==> config.mk <==
export PLATFORM = sky130hd
export DESIGN_NAME = pq_drain_ctrl_flat
export DESIGN_NICKNAME = d
export VERILOG_FILES = /design/src/rtl/pq_buffer_pkg.sv /design/src/rtl/pq_drain_ctrl_if.sv /design/src/rtl/pq_skid_q.sv /design/src/rtl/pq_drain_ctrl.sv /design/src/flat_wrapper.sv
export SDC_FILE = /design/constraint.sdc
export NUM_CORES = 1
export LEC_CHECK = 0
export ABC_AREA = 1
export CORE_AREA = 2 2 81 83
export DETAILED_ROUTE_END_ITERATION = 6
export DIE_AREA = 0 0 83 85
export PLACE_DENSITY = 0.83
export SETUP_SLACK_MARGIN = 0.5
export SYNTH_ARGS = -nofsm -noshare
export SYNTH_HDL_FRONTEND = slang
export SYNTH_SLANG_ARGS = --single-unit
==> constraint.sdc <==
create_clock -name clk -period 1.8 [get_ports clk]
set_input_delay 0.36 -clock clk [delete_from_list [all_inputs] [get_ports clk]]
set_output_delay 0.36 -clock clk [all_outputs]
set_load 0.02 [all_outputs]
Fig. 1: run 1, M1 wires
(4 px per um) Supply wires on this layer in gray.
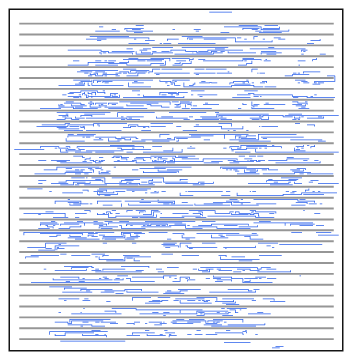
longest straight run	22.1 um
share of all routed wire	37%
wire length on this layer	3,590 um
via count: 2,766
met1 Usage GRT: 25.14%
WL final: 9625 um

Fig. 2: run 1, metal 2
(3 px per um) Cells faint in the background.
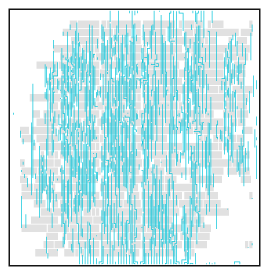
share of all routed wire	54%
main direction	vertical
GR Util met2: 41.86%

Fig. 3: run 1, M3 wires
(4 px per um)
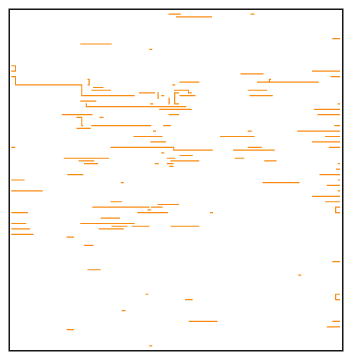
share of all routed wire	5.2%
nets with wire on the layer	88
longest straight run	24.8 um
wire length on this layer	498 um
main direction	horizontal
GR Layer Usage met3: 3.502%

Fig. 4: run 1, metal 4
(4 px per um) Supply wires on this layer in gray.
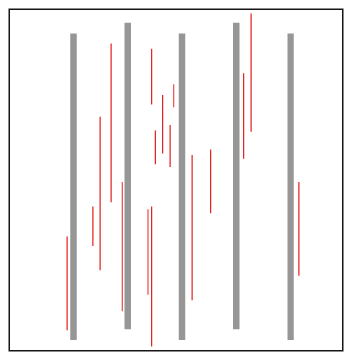
wire length on this layer	375 um
nets with wire on the layer	16

==> impl_metrics.tcl, run 1 <==
# implementation run metrics
set metrics [dict create \
    run_status "finished, violations left" \
    violations "setup timing" \
    top_cell_area_share_pct 27.60 \
    netlist_area_mm2 0.002611 \
    core_mm2 0.006205 \
    clk_latency_ns 0.32 \
    drt_iter0_markers 196 \
    cts-root-buf "clkbuf_8" \
    post_drt_via_cell_ratio 5.350 \
    io_buffers 76 \
    pre_cts_ws_ns -0.1772 \
    io_pins 101 \
    slew_violations 0 \
    row_count 29 \
    critPathArrivalTime_ns 2.15 \
    powerDensity_mw_per_mm2 696.5 \
    path_max_fanout 3 \
    antenna_found_initial 0 \
    die-width_um 83 \
    cts_num_sinks 51 \
    die_height_um 85 \
    route.detailed.drc 0 \
    cts_buffers 5 \
    post_drt_wl_per_cell_um 18.62 \
    gr-total-overflow 0 \
    max_freq_ghz 0.5250 \
    clkTransAtPathRegs_ns 0.10 \
    most_common_cell "nor2_1" \
    synth-main-ff-cell "dfxtp_1" \
    rsz0062_at_grt "true" \
    largest_reg_flops 24 \
    cp-start-kind "flop" \
    grt_pass1_vias 2674 \
    yosysCellCount 317 \
    warning_count 32 \
    max_slew_margin_pct 63.92 \
    hold_class "reg -> reg" \
    power.switching_uw 1210 \
    grt_util_all_layers_pct 22.07 \
    cts_buffer_depth 2 \
    cts_resized 315 \
    setup_viol 5 \
    fp-utilization_pct 42.09 \
    yosysUniqueCellTypes 31 \
    synth_area_per_cell_um2 8.237 \
    intPower_uw 2139 \
    path_class "reg -> reg" \
    setup_ws_ns -0.1046 \
    r2r_slack_ns -0.10 \
    pwr-share-seq_pct 37.7 \
    largest_area_cell "edfxtp_1" \
    antenna_cells 0 \
    common_cells "nor2_1, a21oi_1, nand2_1" \
    hpwl_um 4654 \
]
run 1: layer usage:
metal | track usage, % | up-vias | share of wire, %
li1 | - | 1244 | -
met1 | 25.14 | 1328 | 37
met2 | 41.86 | 159 | 54
met3 | 3.502 | 35 | 5.2
met4 | 7.601 | 0 | 3.9
met5 | 0 | - | 0
run 1: logic make-up (layout without fill, tap and decap cells):
family                     after synthesis  count (layout)  share of synthesized area (%)
AOI/OAI and AO/OA                       55              55                          11.36
xor gates and xnor gates                 5               5                          1.677
DFF                                     51              51                          48.30
other                                    1               8                         0.1436
buffers and inverters                   72             188                          13.66
adders and majority gates                9               9                          4.312
and+or+nand+nor                        124             124                          20.56
run 1: layout make-up:
type	count	area, um2	area share, %
multi-input combinational	201	1690	35.16
timing repair buffer	140	1459	30.35
sequential	51	1282	26.68
inverter	40	183.9	3.826
tap	77	96.34	2.004
clock buffer	5	68.82	1.432
clock inverter	3	26.28	0.5466
run 1: metrics by stage:
step	total power [uW]	utilization, %	std cells	hold WS (ns)	instance area (um2)
after global placement	2284	62.21	484	0.4357	3860
after floorplan	1875	-	324	0.4589	2938
after CTS	3094	71.57	512	0.4568	4441
after detailed placement	2300	62.21	484	0.4402	3860
after global routing	3461	77.48	517	0.5293	4807
final	3348	77.48	517	0.4935	4807
run 1: power by group through the flow:
stage	registers, uW	logic, uW	clock network, uW
detailed placement	1280	1030	0
global route	1260	1440	755
finish	1260	1370	714
global placement	1270	1010	0
CTS	1250	1140	702
floorplan	1280	593	0
run 1: worst max-delay path, cell delays in order (launching register included):
cell	delay, ns
dfxtp_4	0.39
buf_6	0.12
nand2_4	0.06
nand2_4	0.07
o211ai_1	0.17
ha_4	0.32
inv_2	0.04
ha_4	0.15
xnor2_2	0.20
o21ai_1	0.12
a21oi_1	0.16
==> run 2, diff against run 1 <==
Settings changed: MAX_ROUTING_LAYER set to met4.
==> impl_metrics.tcl, run 2 <==
# implementation run metrics
set metrics [dict create \
    run_status "finished, violations left" \
    worst-path-buf-inv 3 \
    violations "setup timing" \
    common_cells "nor2_1, a21oi_1, nand2_1" \
    crit_slowest_cell "dfxtp_4" \
    cts-root-buf "clkbuf_8" \
    die_height_um 85 \
    post_drt_via_cell_ratio 5.176 \
    antenna_cells 0 \
    io_pins 101 \
    pwr-share-seq_pct 36.6 \
    crit_path_cell_trace "inv_4 > ha_4 > buf_6 > or2_4 > buf_6" \
    wl_met2_um 4878 \
    intPower_uw 2274 \
    path_max_fanout 6 \
    most-common-layout-cells "buf_4, buf_6, nor2_4" \
    dr_wl_met3_um 431 \
    routedLengthMet1_um 3609 \
    ys_top_logic_family "simple AND/OR/NAND/NOR gates" \
    yosysUniqueCellTypes 31 \
    top_usage_layer "met2" \
    netlist_instances 317 \
    cp_top_family "flip-flops" \
    row_count 29 \
    r2r_slack_ns 0.03 \
    comb_area_mm2 0.001678 \
    cts_num_sinks 51 \
    yosysChipArea_mm2 0.002611 \
    cts_tree "done" \
    route.detailed.drc 0 \
    slew_violations 0 \
    top_cell_area_share_pct 27.60 \
    drt_iter0_markers 117 \
    aoi_share_pct 11.36 \
    ys_sh_adder_pct 4.312 \
    grt_use_met2_pct 41.35 \
    warning_count 32 \
    hpwl_um 4786 \
    top_layer "met4" \
    yosysCellCount 317 \
    largest_reg_flops 24 \
    clkTransAtPathRegs_ns 0.10 \
    syn2layout_area_growth_pct 84.00 \
    largest_area_cell "edfxtp_1" \
    grt_pass1_vias 2611 \
    synth-main-ff-cell "dfxtp_1" \
    fp-utilization_pct 42.09 \
    clk_latency_ns 0.31 \
    synth_xor_xnor_area_share_pct 1.677 \
    gr-total-overflow 0 \
    setup_ws_ns -0.008307 \
    cp-start-kind "flop" \
    placed_cell_area_mm2 0.003847 \
    final_cell_area_mm2 0.004805 \
    p_comb_share_pct 39.5 \
    worst_setup_path_end_kind "output port" \
    muxShareOfSynthArea_pct 0 \
    cts_buffer_depth 2 \
    power.switching_uw 1155 \
    antenna_found_initial 0 \
    hold_class "reg -> reg" \
    die-width_um 83 \
    setup_viol 1 \
    synthSimpleGateAreaFrac_pct 20.56 \
    max_freq_ghz 0.5530 \
    core_mm2 0.006205 \
    io_buffers 76 \
    timing.final.crit_period_ns 1.808 \
    netlist_area_mm2 0.002611 \
    path_class "reg -> out" \
    powerDensity_mw_per_mm2 713.8 \
    critPathArrivalTime_ns 1.45 \
    ff_latch_area_mm2 0.001281 \
    power_uw 3429 \
]
run 2: cell counts after synthesis:
No cell type changed its count.
run 2: cell type report:
class	count	area share, %
Multi-Input combinational cell	201	34.92
Timing Repair Buffer	145	30.10
Sequential cell	51	26.67
Inverter	40	3.880
Tap cell	77	2.005
Clock buffer	5	1.432
Clock inverter	3	0.9896
run 2: worst reg2reg max path, delay by kind of cell (launching register included):
kind	cells	cell delay (ns)
fa+ha+maj	2	0.42
flops	1	0.37
compound gates	1	0.04
simple gates	2	0.24
xor+xnor	1	0.18
buf+inv	4	0.42
run 2: metrics by stage:
step	setup slack, ns	TNS, ns	util [%]	instances
finish	-0.008307	-0.008307	77.44	522
floorplan	0.2229	0	-	324
global route	-0.03169	-0.3222	77.44	522
global placement	-0.1874	-5.539	62.01	484
detailed placement	-0.1787	-6.372	62.01	484
CTS	0.02482	0	70.52	512
run 2: power by group through the flow:
stage	registers [uW]	clock network, uW	logic [uW]
6_report	1260	821	1350
5_1_grt	1260	864	1420
4_1_cts	1250	816	1090
3_5_place_dp	1270	0	1030
3_3_place_gp	1270	0	1010
2_1_floorplan	1280	0	593
run 2: what timing repair did:
action | 4_1_cts | 5_1_grt
hold buffers | 0 | 0
resized | 307 | 99
gates cloned | 2 | 0
setup endpoints to repair | 87 | 82
pin swaps | 25 | 25
hold endpoints to repair | 0 | 0
setup buffers | 18 | 10
run 2: logic make-up after synthesis:
| group | count (synthesis) |
|---|---|
| AND-OR/OR-AND | 55 |
| adder cells (fa/ha/maj) | 9 |
| other | 1 |
| buffers and inverters | 72 |
| flip-flops | 51 |
| AND/OR/NAND/NOR | 124 |
| XOR/XNOR | 5 |
Fig. 5: run 2, M3 wires
(4 px per um)
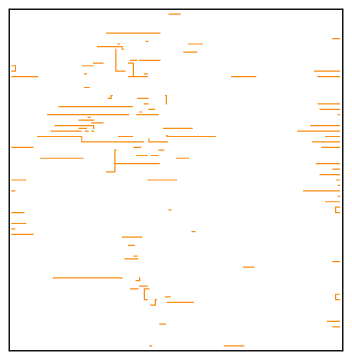
share of all routed wire	4.7%
longest straight run	20.2 um
wire length on this layer	432 um
main direction	horizontal
nets with wire on the layer	76
WL final: 9249 um
via count: 2,702
GR Layer Usage met3: 3.794%

Fig. 6: run 2, metal 4
(4 px per um) Supply wires on this layer in gray.
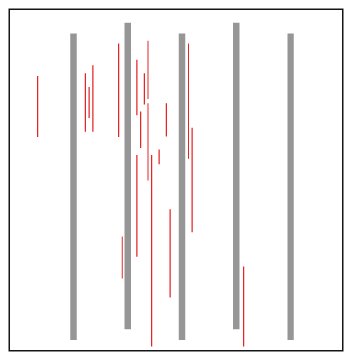
share of all routed wire	3.6%
longest straight run	47.6 um

Fig. 7: run 2, M1 wires
(4 px per um) Supply wires on this layer in gray.
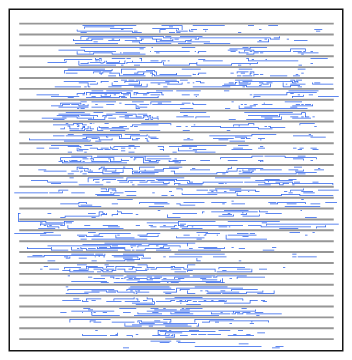
wire length on this layer	3,610 um
share of all routed wire	39%
longest straight run	27.1 um
met1 Usage GRT: 23.30%

Power is estimated from default activity; no workload was simulated.
